### config.mk
export PLATFORM = sky130hd
export DESIGN_NAME = skeeball_score_bcd
export DESIGN_NICKNAME = d
export VERILOG_FILES = /design/src/rtl/skeeball_pkg.sv /design/src/rtl/bcd_digit_add.sv /design/src/rtl/skeeball_score_bcd.sv
export SDC_FILE = /design/constraint.sdc
export NUM_CORES = 1
export LEC_CHECK = 0
export CAP_MARGIN = 0
export CORE_UTILIZATION = 30
export CTS_BUF_LIST = sky130_fd_sc_hd__clkbuf_4
export DETAILED_ROUTE_END_ITERATION = 10
export GPL_TIMING_DRIVEN = 0
export PLACE_DENSITY_LB_ADDON = 0.3
export SLEW_MARGIN = 20
export SYNTH_ARGS = -nofsm -noshare
export SYNTH_HDL_FRONTEND = slang
export SYNTH_SLANG_ARGS = --single-unit
### constraint.sdc
create_clock -name clk -period 13.9 [get_ports clk]
set_input_delay 1.39 -clock clk [delete_from_list [all_inputs] [get_ports clk]]
set_output_delay 1.39 -clock clk [all_outputs]
set_load 0.01 [all_outputs]
### src/rtl/skeeball_pkg.sv
// Shared types and constants for the BCD skeeball scorer: hole indices,
// hole values in score units, game state encoding and the BCD digit type.
package skeeball_pkg;

   localparam int unsigned HOLE_W   = 7;
   localparam int unsigned HOLE_0   = 0;
   localparam int unsigned HOLE_10  = 1;
   localparam int unsigned HOLE_20  = 2;
   localparam int unsigned HOLE_30  = 3;
   localparam int unsigned HOLE_40  = 4;
   localparam int unsigned HOLE_50  = 5;
   localparam int unsigned HOLE_100 = 6;

   // Value of each hole in score units (1 unit = 10 points), indexed by hole bit
   localparam int unsigned HOLE_VAL [HOLE_W] = '{0, 1, 2, 3, 4, 5, 10};

   typedef logic [3:0] bcd_t;

   typedef enum logic [1:0] {
      IDLE = 2'd0,
      PLAY = 2'd1,
      DONE = 2'd2
   } state_t;

endpackage

### src/rtl/bcd_digit_add.sv
// One BCD digit adder with carry; binary sums above 9 are decimal-corrected.
module bcd_digit_add
   import skeeball_pkg::*;
(
   input  logic [3:0] a,
   input  logic [3:0] b,
   input  logic       cin,
   output logic [3:0] sum,
   output logic       cout
);

   logic [4:0] w_bin;
   logic [4:0] w_adj;

   assign w_bin = 5'(a) + 5'(b) + 5'(cin);
   assign w_adj = w_bin + 5'd6;

   always_comb begin
      sum  = w_bin[3:0];
      cout = 1'b0;
      if (w_bin > 5'd9) begin
         sum  = w_adj[3:0];
         cout = 1'b1;
      end
   end

endmodule

### src/rtl/skeeball_score_bcd.sv
// BCD skeeball score accumulator: edge-detected hole sensors, priority encode,
// ripple BCD add with saturate/wrap, game FSM and high-score retention.
module skeeball_score_bcd
   import skeeball_pkg::*;
#(
   parameter int unsigned DIGITS    = 3,
   parameter int unsigned NUM_BALLS = 9,
   parameter int unsigned SATURATE  = 1
)
(
   input  logic                               clk,
   input  logic                               rst_n,
   input  logic                               start,
   input  logic [HOLE_W-1:0]                  hole,
   output logic [4*DIGITS-1:0]                score,
   output logic [$clog2(NUM_BALLS+1)-1:0]     balls_left,
   output logic                               playing,
   output logic                               game_over,
   output logic                               overflow,
   output logic [4*DIGITS-1:0]                high_score,
   output logic                               new_high
);

   localparam int unsigned SW = 4 * DIGITS;
   localparam int unsigned BW = $clog2(NUM_BALLS + 1);
   localparam logic [SW-1:0] ALL_NINES = {DIGITS{4'h9}};
   localparam bit ONE_DIGIT = (DIGITS == 1);

   state_t            r_state, w_state_nxt;
   logic [HOLE_W-1:0] r_hole_q;
   logic [SW-1:0]     r_score, w_score_nxt;
   logic [BW-1:0]     r_balls, w_balls_nxt;
   logic              r_playing;
   logic              r_game_over, w_game_over_nxt;
   logic              r_ovf, w_ovf_nxt;
   logic [SW-1:0]     r_high, w_high_nxt;
   logic              r_new_high, w_new_high_nxt;

   logic [HOLE_W-1:0] w_rise;
   logic              w_event;
   bcd_t              w_add_d0, w_add_d1;
   logic [SW-1:0]     w_sum;
   logic [DIGITS:0]   w_carry;
   logic              w_add_ovf;

   assign w_rise  = hole & ~r_hole_q;
   assign w_event = |w_rise;

   // Highest-value rising hole wins; 100 lands as a 1 in the tens digit
   always_comb begin
      w_add_d0 = '0;
      w_add_d1 = '0;
      for (int unsigned i = HOLE_0; i < HOLE_100; i++) begin
         if (w_rise[i]) w_add_d0 = 4'(HOLE_VAL[i]);
      end
      if (w_rise[HOLE_100]) begin
         w_add_d0 = '0;
         w_add_d1 = 4'd1;
      end
   end

   assign w_carry[0] = 1'b0;

   for (genvar g = 0; g < DIGITS; g++) begin : g_dig
      bcd_t w_b;
      if (g == 0) begin : g_d0
         assign w_b = w_add_d0;
      end else if (g == 1) begin : g_d1
         assign w_b = w_add_d1;
      end else begin : g_dn
         assign w_b = '0;
      end
      bcd_digit_add u_add (
         .a    (r_score[4*g +: 4]),
         .b    (w_b),
         .cin  (w_carry[g]),
         .sum  (w_sum[4*g +: 4]),
         .cout (w_carry[g+1])
      );
   end

   // A single-digit score has no tens digit, so a 100 always overflows
   assign w_add_ovf = w_carry[DIGITS] | (ONE_DIGIT & w_rise[HOLE_100]);

   always_ff @(posedge clk or negedge rst_n) begin
      if (!rst_n) r_state <= IDLE;
      else        r_state <= w_state_nxt;
   end

   always_comb begin
      w_state_nxt     = r_state;
      w_score_nxt     = r_score;
      w_balls_nxt     = r_balls;
      w_game_over_nxt = r_game_over;
      w_ovf_nxt       = r_ovf;
      w_high_nxt      = r_high;
      w_new_high_nxt  = r_new_high;
      case (r_state)
         IDLE: begin
            if (start) begin
               w_score_nxt     = '0;
               w_balls_nxt     = BW'(NUM_BALLS);
               w_ovf_nxt       = 1'b0;
               w_game_over_nxt = 1'b0;
               w_new_high_nxt  = 1'b0;
               w_state_nxt     = PLAY;
            end
         end
         PLAY: begin
            if (w_event) begin
               w_score_nxt = w_sum;
               if (w_add_ovf) begin
                  w_ovf_nxt = 1'b1;
                  if (SATURATE != 0) w_score_nxt = ALL_NINES;
               end
               w_balls_nxt = r_balls - BW'(1);
               if (r_balls == BW'(1)) w_state_nxt = DONE;
            end
         end
         DONE: begin
            if (r_score > r_high) begin
               w_high_nxt     = r_score;
               w_new_high_nxt = 1'b1;
            end
            w_game_over_nxt = 1'b1;
            w_state_nxt     = IDLE;
         end
         default: w_state_nxt = IDLE;
      endcase
   end

   always_ff @(posedge clk or negedge rst_n) begin
      if (!rst_n) begin
         r_hole_q    <= '0;
         r_score     <= '0;
         r_balls     <= '0;
         r_playing   <= 1'b0;
         r_game_over <= 1'b0;
         r_ovf       <= 1'b0;
         r_high      <= '0;
         r_new_high  <= 1'b0;
      end else begin
         r_hole_q    <= hole;
         r_score     <= w_score_nxt;
         r_balls     <= w_balls_nxt;
         r_playing   <= (w_state_nxt == PLAY);
         r_game_over <= w_game_over_nxt;
         r_ovf       <= w_ovf_nxt;
         r_high      <= w_high_nxt;
         r_new_high  <= w_new_high_nxt;
      end
   end

   assign score      = r_score;
   assign balls_left = r_balls;
   assign playing    = r_playing;
   assign game_over  = r_game_over;
   assign overflow   = r_ovf;
   assign high_score = r_high;
   assign new_high   = r_new_high;

endmodule

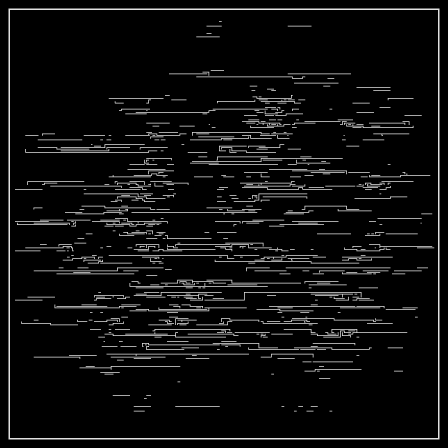
Run 1: metal 1
nets with wire on the layer: 308
wire length on this layer: 2820 µm
longest straight run: 31.3 µm
share of all routed wire: 48%
main direction: horizontal

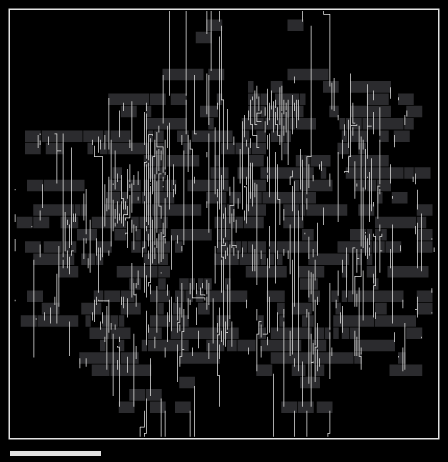
Run 1: met2 routing
Bar = 20 µm.
share of all routed wire: 47%
longest straight run: 38.1 µm
wire length on this layer: 2760 µm
nets with wire on the layer: 298
main direction: vertical

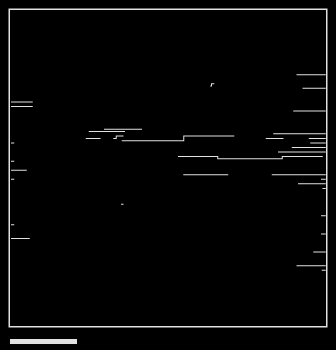
Run 1: signal wires on met3
Bar = 20 µm.
nets with wire on the layer: 32
wire length on this layer: 267 µm

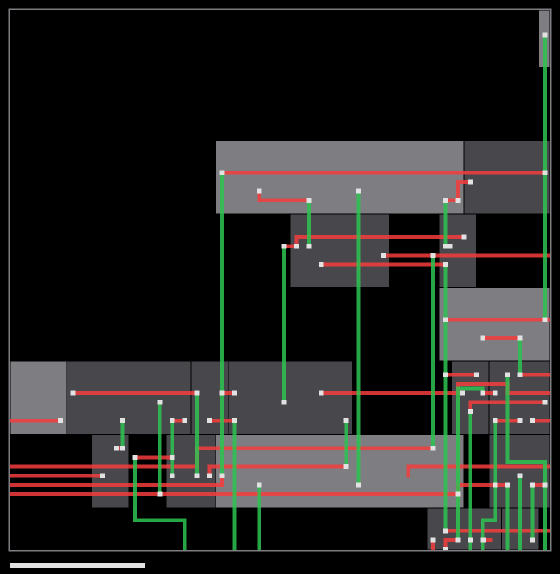
Run 1: layout detail
Bar = 5 µm. Region (14, 61) to (34, 81) µm. Cells in gray, sequential cells in the stronger gray; small squares are vias.
legend:
  green:
    layer: met2
  red:
    layer: met1
sequential cells in the window: 2
most frequent: inv_1 (3), ha_1 (2), dfrtp_1 (2)
cells with their middle in the window: 15
netlist names of flops here include: high_score (1), score (1)

==> reports/results.txt, run 1 <==
share of layout cells above drive strength 1: 11.2%
CP required: 14.21 ns
ao+oa area frac: 17.9%
tap cell count: 105
CTS clk-pin slew, worst paths: 0.13 ns
post-CTS setup buffer count: 0
flop count: 41
critical path launch point: hole[5]
Iter 0 DRT Violations: 71
MaxCap Viol Count: 0
Placer Congestion: 0.778
static leakage: 1.44 nW
worst hold path depth: 2
via-per-instance ratio: 4.86
port buffer count: 41
count of non-CTS buffers in the layout: 53
CTS sink cnt: 41
Crit-path slowest cell: fa_1
Worst Tran Pin Value: 0.731 ns
Clock buffer cells: 6
FF+latch count, synth: 41
FF+latch area: 0.00103 mm²
Final Max Tran Viols: 0
Critical Path End Type: flip-flop
largest net degree at the start of global routing: 25
grt ovf: 0
Hold Vio Cnt, Final: 0
Area Growth Syn to Fin: 24.8%
HP Class: reg -> reg
# DRC: 0
status: finished clean
Unique cell types: 53
PD cells: 171 mW/mm²
Num CTS Buffers: 5
Crit Path Class: in -> reg
worst r2r path cells: 24
xor/xnor share of the synthesized area: 1.37%
clock network share of area: 2.46%
CP arrival: 7.13 ns
Max transition margin: 51.2%
mean routed wirelength per cell: 14.1 µm
Global Route Usage Sum: 14.2%
largest non-sequential cell family by area: AND-OR/OR-AND gates
Max FO, Critical Path: 9
Detailed Place HPWL: 4400 µm
H-tree depth: 2
startpoint types: primary input
Layout non-clock buf frac: 15.3%
final worst-path cycle share: 49.0%
Resized cells post-CTS: 0
logic area: 0.00138 mm²
Tot Pwr: 0.549 mW
combinational share of cell area: 42.9%
ys cells: 263
fa+ha+maj area frac: 12.3%
Die W: 94.5 µm
Top cell excl fill/tap: dfrtp_1
minimum clock period: 6.82 ns
largest class: multi-input combinational cells
die extent in y: 94.5 µm
final setup fails: 0
CTS Hold Bufs: 0
CTS tree: built
Reg-to-Reg End: score[10]$_DFFE_PN0P_
Pre-Repair DR Iteration Count: 4
Post-synth ARST share: 100%
fin nets: 346
chip area: 0.00893 mm²
Seq area share: 32.0%
via count: 2030
Hold Crit Start: game_over$_DFFE_PN0P_
global-route wire length before repair: 9800 µm
placeable core region: 0.00826 mm²
post-route setup TNS: 0 ns
Post-Syn Instances: 263
Log Warnings: 29
vias in the first global route: 2046
Main synth FF type: dfrtp_1
Ys Warns: 0
FP Rows: 33
Max Fclk: 0.147 GHz
dpl ws: 6.80 ns
R2R Path Start: r_hole_q[1]$_DFF_PN0_
I/O pins: 42
CP max stage delay: 0.61 ns
RSZ-0062 raised after global routing: false
diode count: 0
Hold EP: game_over$_DFFE_PN0P_
Clock Skew: 0.0130 ns
total wire length: 5910 µm
syn_nets: 297
Max clock buf depth: 2
number of enable flip-flop cells: 0
final setup margin: 7.08 ns
Critical Path, Cell by Cell: clkdlybuf4s50_1 -> nor2b_1 -> or3_1 -> buf_6 -> a21o_1 -> fa_1 -> a21boi_0 -> o22ai_1 -> a221oi_2 -> inv_1 -> fa_1 -> inv_1 -> ha_1 -> clkbuf_1 -> a21oi_1 -> o22a_1 -> ha_1 -> ha_1 -> or2_2 -> a21oi_1 -> nor2_1 -> nor2_1 -> a221o_1
inverter count: 27
CTS root buffer: clkbuf_4
MI comb cells: 184
mux cell area share after synthesis: 5.56%
most frequent logic cells in the routed design: dfrtp_1 (41), clkdlybuf4s50_1 (40), inv_1 (27)
Post-synth seq share: 40.0%
Layout fillers: 837
Post-Syn Area: 0.00257 mm²
Clock Latency Late Sink: 0.36 ns
worst reg2reg setup slack: 8.22 ns
end of the critical path: score[10]$_DFFE_PN0P_
Post-Synth Simple-Gate Area: 16.5%
fp util: 31.1%
number of antenna violations at the first check in global routing: 0
Peak supply drop: 0.0724 mV
CP most frequent cell: ha_1
Antenna Nets Post-Route: 0
chip area in the Yosys report: 0.00257 mm²
[run 1: through the flow]
step                utilization (%)  cell area (µm²)  hold slack [ns]  cells
finish                         38.8             3200            0.488    418
CTS                            38.8             3200            0.497    418
floorplan                         -             2570            0.508    263
global route                   38.8             3200            0.513    418
detailed placement             37.8             3120            0.465    410
global placement               37.6             3110            0.462    409
[run 1: routing by layer]
| layer | global-route usage, % | routed length [µm] | up-vias |
|---|---|---|---|
| met5 | 0 | 0 | - |
| met4 | 4.17 | 63 | 0 |
| met3 | 2.74 | 267 | 6 |
| met2 | 23.7 | 2760 | 43 |
| met1 | 18.7 | 2820 | 968 |
| li1 | - | - | 1013 |
[run 1: cell usage after synthesis (2+ instances only)]
cell type	number	area share [%]
dfrtp_1	41	40
inv_1	27	3.9
ha_1	22	11
nand2_1	20	2.9
a21oi_1	18	3.5
nor2_1	18	2.6
mux2_2	10	4.4
o21ai_0	10	2.0
nand2b_1	9	2.2
nor2b_1	8	2.0
clkbuf_1	7	1.0
a22o_1	6	2.0
nand3_1	4	0.78
or2_2	4	0.97
a21o_1	3	0.88
buf_6	3	1.3
mux2i_1	3	1.2
nand3b_1	3	0.88
o21a_1	3	0.88
or3_1	3	0.73
xnor2_1	3	1.0
a21boi_0	2	0.58
a221oi_1	2	0.68
a221oi_2	2	1.2
fa_1	2	1.6
nand4_1	2	0.49
o22ai_1	2	0.49
[run 1: power by group]
part | switching, mW | internal (mW) | total, mW
Sequential | 0.0275 | 0.148 | 0.176
Clock | 0.0417 | 0.0394 | 0.0812
Combinational | 0.151 | 0.141 | 0.292
Total | 0.220 | 0.329 | 0.549
[run 1: worst max-delay path: cells and delay by family]
family / cells / cell delay, ns
compound gates: 8 / 1.64
fa+ha+maj: 5 / 1.67
buf+inv: 5 / 1.07
simple gates: 5 / 1.35
Run 1, congestion heat map:
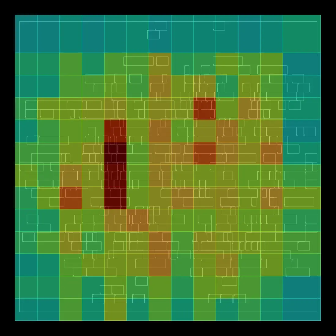

==> run 1 -> run 2 <==
==> constraint.sdc (replaced) <==
create_clock -name clk -period 6.3 [get_ports clk]
set_input_delay 0.63 -clock clk [delete_from_list [all_inputs] [get_ports clk]]
set_output_delay 0.63 -clock clk [all_outputs]
set_load 0.01 [all_outputs]
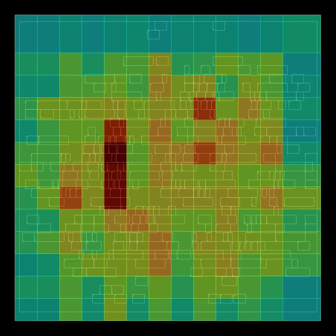
Run 2: congestion heat map
Global Route Usage Sum: 14.2%
grt peak-use layer: met2
met3 Track Usage GR: 2.74%
mean routed wirelength per cell: 14.2 µm
post-layout util: 38.8%

==> reports/results.txt, run 2 <==
grt ovf: 0
largest non-sequential cell family by area: AND-OR/OR-AND gates
ao+oa area frac: 17.9%
minimum clock period: 5.93 ns
Critical Path End Type: flip-flop
RSZ-0062 raised after global routing: false
Post-synth seq share: 40.0%
xor/xnor share of the synthesized area: 1.37%
Top cell excl fill/tap: dfrtp_1
status: finished clean
Log Warnings: 29
Ys Warns: 0
CP top delay family: adder cells
final setup margin: 0.369 ns
Buf+Inv Stages, Crit Path: 5
CTS sink cnt: 41
Crit-path slowest cell: fa_1
Final Max Tran Viols: 0
# DRC: 0
FP Rows: 33
largest class: multi-input combinational cells
Post-Syn Instances: 263
worst r2r path cells: 24
Worst Tran Pin Value: 0.725 ns
logic area: 0.00138 mm²
number of antenna violations at the first check in global routing: 0
Pre-Repair DR Iteration Count: 4
vias in the first global route: 2046
final setup fails: 0
startpoint types: primary input
largest net degree at the start of global routing: 25
Synth top cells by count: dfrtp_1 (41), inv_1 (27), ha_1 (22), nand2_1 (20)
die extent in y: 94.5 µm
Layout non-clock buf frac: 15.3%
fa+ha+maj area frac: 12.3%
mux cell area share after synthesis: 5.56%
MaxCap Viol Count: 0
HP Class: in -> async
diode count: 0
fin nets: 346
via count: 2064
dpl ws: -0.0397 ns
CTS root buffer: clkbuf_4
post-CTS setup buffer count: 0
Max transition margin: 51.6%
static leakage: 1.44 nW
via-per-instance ratio: 4.94
Post-Syn Area: 0.00257 mm²
total wire length: 5930 µm
MI comb cells: 184
Max clock buf depth: 2
Clock Skew: 0.00914 ns
Main synth FF type: dfrtp_1
Die W: 94.5 µm
final worst-path cycle share: 94.1%
I/O pins: 42
Tot Pwr: 1.21 mW
FF+latch count, synth: 41
placeable core region: 0.00826 mm²
port buffer count: 41
Max Fclk: 0.169 GHz
Antenna Nets Post-Route: 0
Area Growth Syn to Fin: 24.9%
combinational share of cell area: 43.0%
CTS clk-pin slew, worst paths: 0.13 ns
Post-Synth Simple-Gate Area: 16.5%
H-tree depth: 2
CTS tree: built
count of non-CTS buffers in the layout: 53
syn_nets: 297
number of enable flip-flop cells: 0
chip area in the Yosys report: 0.00257 mm²
Layout fillers: 838
clock network share of area: 2.46%
Peak supply drop: 0.160 mV
CP required: 6.60 ns
chip area: 0.00893 mm²
dominant cell type by area after synthesis: dfrtp_1
Detailed Place HPWL: 4400 µm
[run 2: netlist changes by cell type in the layout (fill, tap and decap cells not counted)]
cell and delta:
nor2_1 -1, nor2_2 +1
[run 2: per-layer routing]
metal  share of wire (%)  track usage (%)  vias up
met5                   0                0        -
met4                 1.2             4.17        0
met3                 5.1             2.74        9
met2                  46             23.7       54
met1                  47             18.7      989
li1                    -                -     1012
[run 2: worst max path at each step]
| stage | end | start | depth (start not counted) |
|---|---|---|---|
| floorplan | score[10]$_DFFE_PN0P_ | hole[6] | 22 |
| global placement | score[10]$_DFFE_PN0P_ | hole[6] | 23 |
| detailed placement | score[10]$_DFFE_PN0P_ | hole[5] | 23 |
| CTS | score[10]$_DFFE_PN0P_ | hole[6] | 23 |
| global route | score[10]$_DFFE_PN0P_ | hole[6] | 23 |
| finish | score[10]$_DFFE_PN0P_ | hole[5] | 23 |
[run 2: logic make-up after synthesis]
| logic type | Yosys count |
|---|---|
| buffers and inverters | 38 |
| muxes | 13 |
| adders and majority gates | 24 |
| xor gates and xnor gates | 4 |
| and+or+nand+nor | 80 |
| AOI/OAI and AO/OA | 63 |
| DFF | 41 |
[run 2: per-stage QoR]
step,hold WS (ns),std cells,cell area [µm²]
final,0.201,418,3200
after global routing,0.214,418,3200
after CTS,0.209,418,3200
after detailed placement,0.465,410,3120
after global placement,0.462,409,3110
after floorplan,0.334,263,2570
[run 2: power by group]
| group | internal [mW] | switching, mW | total, mW |
|---|---|---|---|
| Clock | 0.0870 | 0.0920 | 0.179 |
| Combinational | 0.311 | 0.335 | 0.646 |
| Sequential | 0.328 | 0.0607 | 0.388 |
[run 2: repair_timing]
item | CTS | global route
endpoints found under the setup margin | 0 | 6
resized | 0 | 1
hold buffers | 0 | 0
hold endpoints to repair | 0 | 0
==> run 2 -> run 3 <==
==> constraint.sdc (replaced) <==
create_clock -name clk -period 7.3 [get_ports clk]
set_input_delay 0.73 -clock clk [delete_from_list [all_inputs] [get_ports clk]]
set_output_delay 0.73 -clock clk [all_outputs]
set_load 0.01 [all_outputs]
==> reports/results.txt, run 3 <==
final setup fails: 0
top cells, area: dfrtp_1 (40%), ha_1 (11%), mux2_2 (4.4%), inv_1 (3.9%), a21oi_1 (3.5%)
Die W: 94.5 µm
Detailed Place HPWL: 4400 µm
largest net degree at the start of global routing: 25
port buffer count: 41
Max transition margin: 51.2%
global-route wire length before repair: 9800 µm
Post-synth ARST share: 100%
logic area: 0.00138 mm²
CP max stage delay: 0.61 ns
Crit-path slowest cell: fa_1
PD cells: 326 mW/mm²
number of antenna violations at the first check in global routing: 0
startpoint types: primary input
Top cell excl fill/tap: dfrtp_1
placeable core region: 0.00826 mm²
post-route setup TNS: 0 ns
Layout Cells excl Fill: 418
Gate power share: 53.2%
chip area in the Yosys report: 0.00257 mm²
static leakage: 1.44 nW
FF+latch area: 0.00103 mm²
dominant cell type by area after synthesis: dfrtp_1
Post-Syn Instances: 263
Crit Path Class: in -> reg
Post-synth seq share: 40.0%
ys cells: 263
CTS clk-pin slew, worst paths: 0.13 ns
Placer Congestion: 0.778
fin nets: 346
Buf+Inv Stages, Crit Path: 5
Worst Tran Pin Value: 0.731 ns
via-per-instance ratio: 4.86
worst r2r path cells: 24
Clock Skew: 0.0130 ns
Peak supply drop: 0.138 mV
Reg-to-Reg End: score[10]$_DFFE_PN0P_
Hold Vio Cnt, Final: 0
status: finished clean
CP most frequent cell: ha_1
Internal: 0.626 mW
R2R Path Start: r_hole_q[1]$_DFF_PN0_
Iter 0 DRT Violations: 71
most frequent logic cells in the routed design: dfrtp_1 (41), clkdlybuf4s50_1 (40), inv_1 (27)
share of power burned in registers: 32.1%
Max Fclk: 0.162 GHz
post-CTS setup buffer count: 0
Layout fillers: 837
sequential power: 0.335 mW
CTS tree: built
Main synth FF type: dfrtp_1
Log Warnings: 29
Area Growth Syn to Fin: 24.8%
Pre-Repair DR Iteration Count: 4
via count: 2030
FF+latch count, synth: 41
Critical Path End Type: flip-flop
Post-Syn Area: 0.00257 mm²
grt ovf: 0
placed cells: 410
Unique cell types: 53
instance count on the critical path: 23
Max FO, Critical Path: 9
Sw Share: 40.2%
CP top delay family: adder cells
placed cell area: 0.00312 mm²
Max clock buf depth: 2
share of layout cells above drive strength 1: 11.2%
worst reg2reg setup slack: 1.62 ns
Clock Latency Late Sink: 0.36 ns
H-tree depth: 2
Synth top cells by count: dfrtp_1 (41), inv_1 (27), ha_1 (22), nand2_1 (20)
chip area: 0.00893 mm²
post-layout util: 38.8%
switching pwr: 0.420 mW
number of enable flip-flop cells: 0
fp util: 31.1%
Critical Path, Cell by Cell: clkdlybuf4s50_1 -> nor2b_1 -> or3_1 -> buf_6 -> a21o_1 -> fa_1 -> a21boi_0 -> o22ai_1 -> a221oi_2 -> inv_1 -> fa_1 -> inv_1 -> ha_1 -> clkbuf_1 -> a21oi_1 -> o22a_1 -> ha_1 -> ha_1 -> or2_2 -> a21oi_1 -> nor2_1 -> nor2_1 -> a221o_1
P_clk: 0.155 mW
CTS Hold Bufs: 0
Final Cell Area: 0.00320 mm²
HP Class: in -> async
minimum clock period: 6.16 ns
P_comb: 0.556 mW
RSZ-0062 raised after global routing: false
die extent in y: 94.5 µm
Resized cells post-CTS: 0
final worst-path cycle share: 84.3%
Tot Pwr: 1.05 mW
Global Route Usage Sum: 14.2%
vias in the first global route: 2046
diode count: 0
CTS sink cnt: 41
Antenna Nets Post-Route: 0
Final Max Tran Viols: 0
CTS root buffer: clkbuf_4
# DRC: 0
mean routed wirelength per cell: 14.1 µm
most numerous cell in the Yosys netlist: dfrtp_1
top cell type's share of synthesized area: 40.0%
I/O pins: 42
MaxCap Viol Count: 0
FP Rows: 33
Top pwr grp: combinational logic
Clock Power Share: 14.8%
Ys Warns: 0
syn_nets: 297
CP required: 7.61 ns
total wire length: 5910 µm
Num CTS Buffers: 5
==> run 3: cell counts in the layout (fill, tap and decap cells not counted) <==
No cell type changed its count.
==> run 3: layout make-up <==
class,instances,area share (%)
Multi-Input combinational cell,184,42.9
Inverter,27,3.17
Timing Repair Buffer,42,13.3
Buffer,11,1.99
Clock buffer,6,1.41
Sequential cell,41,32.0
Tap cell,105,4.10
Clock inverter,2,1.06
==> run 3: metrics by stage <==
step	setup WS [ns]	hold WS [ns]
finish	1.14	0.294
global placement	0.923	0.462
floorplan	1.98	0.434
CTS	1.19	0.309
global route	0.831	0.314
detailed placement	0.860	0.465
==> run 3: how the worst max path moves through the flow <==
stage / from / to / slack [ns]
final: hole[5] / score[10]$_DFFE_PN0P_ / 1.14
after global routing: hole[6] / score[10]$_DFFE_PN0P_ / 0.83
after CTS: hole[6] / score[10]$_DFFE_PN0P_ / 1.19
after detailed placement: hole[5] / score[10]$_DFFE_PN0P_ / 0.86
after global placement: hole[6] / score[10]$_DFFE_PN0P_ / 0.92
after floorplan: hole[6] / score[10]$_DFFE_PN0P_ / 1.98
==> run 3: cell families (layout without fill, tap and decap cells) <==
| group | count (synthesis) | count (layout) | synth area share (%) |
|---|---|---|---|
| AOI/OAI and AO/OA | 63 | 63 | 17.9 |
| xor gates and xnor gates | 4 | 4 | 1.37 |
| adders and majority gates | 24 | 24 | 12.3 |
| buffers and inverters | 38 | 88 | 6.44 |
| DFF | 41 | 41 | 40.0 |
| muxes | 13 | 13 | 5.56 |
| and+or+nand+nor | 80 | 80 | 16.5 |
==> run 3: layer usage <==
layer  vias to the layer above  share of wire [%]  GRT usage (%)
li1                       1013                  -              -
met1                       968                 48           18.7
met2                        43                 47           23.7
met3                         6                4.5           2.74
met4                         0                1.1           4.17
met5                         -                  0              0
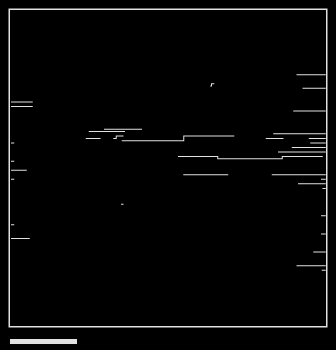
Run 3: signal wires on met3
Bar = 20 µm.
main direction: horizontal
longest straight run: 19.3 µm
share of all routed wire: 4.5%
wire length on this layer: 267 µm

Power and IR drop assume default switching activity.
